### Clock wires, drivers and flops

Bar = 20 µm.
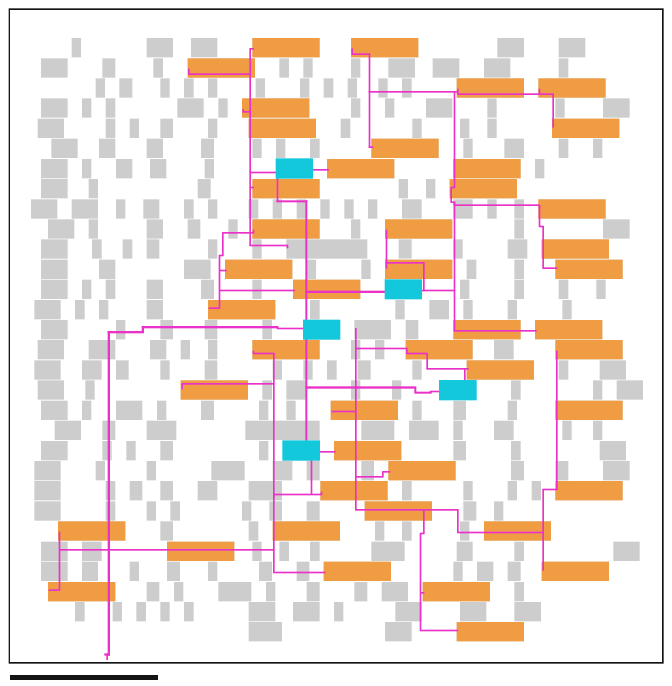
### Routed metal, one colour a layer

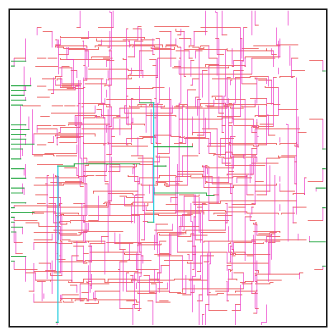
### Placed cells, one colour a class

Fill, decap, tap and diode cells in grey.
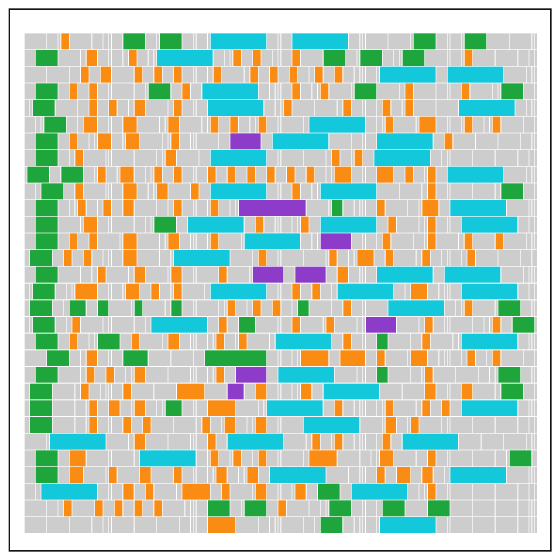
Design crc_encode_ctrl, sky130hd; sources not shown.
==> flow_summary.json <==
{
  "maxSlewViolCount": 0,
  "wl_met1_um": 2610,
  "power_report.internal_total_uw": 870,
  "power-top-group": "combinational logic",
  "met2RoutedLength_um": 2590,
  "avgSynthCellArea_um2": 8.22,
  "worst_pin_slew_ps": 591,
  "chipArea_um2": 7750,
  "yosys-top-cells-count": "nand2_1, dfrtp_1, inv_1",
  "comb-power_uw": 628,
  "post_cts.resized_instances": 0,
  "floorplan_utilization_pct": 31.0,
  "hold_path.class": "reg2reg",
  "max_cap_viols": 0,
  "io_buffers": 50,
  "cts_num_sinks": 45,
  "worstHoldPathCells": 1,
  "synthArstFlopShare_pct": 100,
  "power.net_switching_uw": 544,
  "power.ir.vdd_worst_uv": 164,
  "insertedDiodeCount": 0,
  "worst_hold_slack_ps": 290,
  "synthDominantCellAreaShare_pct": 53.1,
  "gr_util_met1_pct": 22.1,
  "non_clock_inverter_count": 38,
  "synthCells": 258,
  "area_share_clock_buf_inv_pct": 4.16,
  "logic_area_um2": 783,
  "report.final.hold_viol_count": 0,
  "cts_buffers": 5,
  "worst_setup_margin_ps": 2290,
  "synth.comb.largest_family": "simple AND/OR/NAND/NOR gates",
  "lay_top_count": "nand2_1",
  "critical_path_buf_inv_count": 3,
  "ff2ff_setup_slack_ps": 3820,
  "numSynthFlops": 45,
  "xor_area_share_pct": 0,
  "area_leaders": "dfrtp_1, nand2_1, inv_1",
  "first_global_vias": 2006,
  "highest_layer": "met4",
  "sequential_power_uw": 528,
  "core-area_um2": 6830,
  "layout.cells.non_filler": 413,
  "dr.pass1.iters": 4,
  "report.power.total_uw": 1410,
  "synth.yosys.chip_area_um2": 2120,
  "post-synth-top-area-cell": "dfrtp_1",
  "h_tree_depth": 2,
  "dpl_worst_slack_ps": 2230,
  "r2r.worst_path.cells": 7,
  "cell_family_contributing_the_most_delay_on_the_critical_path": "buffers and inverters",
  "synth-compound-area-share_pct": 5.79,
  "dp_cells": 405,
  "globalRouteOverflowTotal": 0,
  "critical_path_cell_count": 5,
  "timing.critical_path.fanout_max": 26,
  "portion_of_netlist_area_occupied_by_mux_cells_pct": 0,
  "grt_util_met2_pct": 26.4,
  "critical-path-slowest-cell": "clkdlybuf4s50_1",
  "power_per_cell_area_nw_per_um2": 490,
  "cts_tree": "done",
  "run_status": "complete, no violations",
  "biggestCellCategory": "sequential cells",
  "sequential_cell_total": 45,
  "grt_max_degree": 27,
  "post_route_fraction_of_the_period_consumed_by_the_critical_path_pct": 59.1,
  "end_kind": "primary output",
  "clockBufferCount": 6,
  "grt_most_used_layer": "met2",
  "power.sequential.fraction_pct": 37.4,
  "num-nets-final": 351,
  "tool_warnings": 29,
  "place_area_um2": 2770,
  "gp_congestion": 0.762,
  "drtAntennaViolNets": 0,
  "synth_nets": 293,
  "grt_antenna_before_repair": 0,
  "p_comb_share_pct": 44.4,
  "yosys-stat-cells": 258,
  "cts_setup_buffers": 0,
  "synth_seq_share_pct": 53.1,
  "synth_dominant_cell_count": "nand2_1",
  "comb-cell-share_pct": 27.1,
  "netlist_area_um2": 2120,
  "drcViolationCount": 0,
  "global_route_met3_utilization_pct": 2.83,
  "detailedPlacementHpwl_um": 4380,
  "ioPinCount": 51,
  "synth.yosys.warnings": 0,
  "final_period_minus_worst_setup_slack_ps": 3300,
  "cts-root-buf": "clkbuf_8",
  "grt_pass1_wl_um": 9750,
  "crit_top_cell": "clkdlybuf4s50_1",
  "max_freq_mhz": 303,
  "area_delta_synth_final_pct": 36.2,
  "worst-endpoint-required_ps": 4880,
  "layout.filler_cells": 813,
  "lay_top_cells": "nand2_1, clkdlybuf4s50_1, dfrtp_1, inv_1, nand3_1"
}
About 'Clock wires, drivers and flops':
Magenta marks clock wires, length 608 µm. Cyan marks clock-net drivers, count 5. Orange marks flip-flops, count 45.
There are 6 routed clock nets.
fraction of power consumed by the clock network: 18.3%
Clk Latency, worst-skew pair: 290 ps
clock network power: 258 µW

About 'Routed metal, one colour a layer':
Green marks M3, wire length 158 µm. Red marks M1, wire length 2610 µm. Magenta marks M2, wire length 2600 µm. Cyan marks M4, wire length 76.8 µm.
combined global-route utilization of all metal layers: 16.6%
routed len/inst: 13.2 µm

About 'Placed cells, one colour a class':
Green marks remaining buffers and delay cells, cells 62, share of their area 22%. Purple marks clock drivers and dummy loads, cells 8, share of their area 4.3%. Cyan marks registers, cells 45, share of their area 41%. Orange marks remaining logic cells, cells 202, share of their area 33%.
row count: 30
sequential portion of the cell area: 39.0%
Finished Core Util: 42.3%

Power figures rest on the tool's default switching activity, not on a simulated workload.
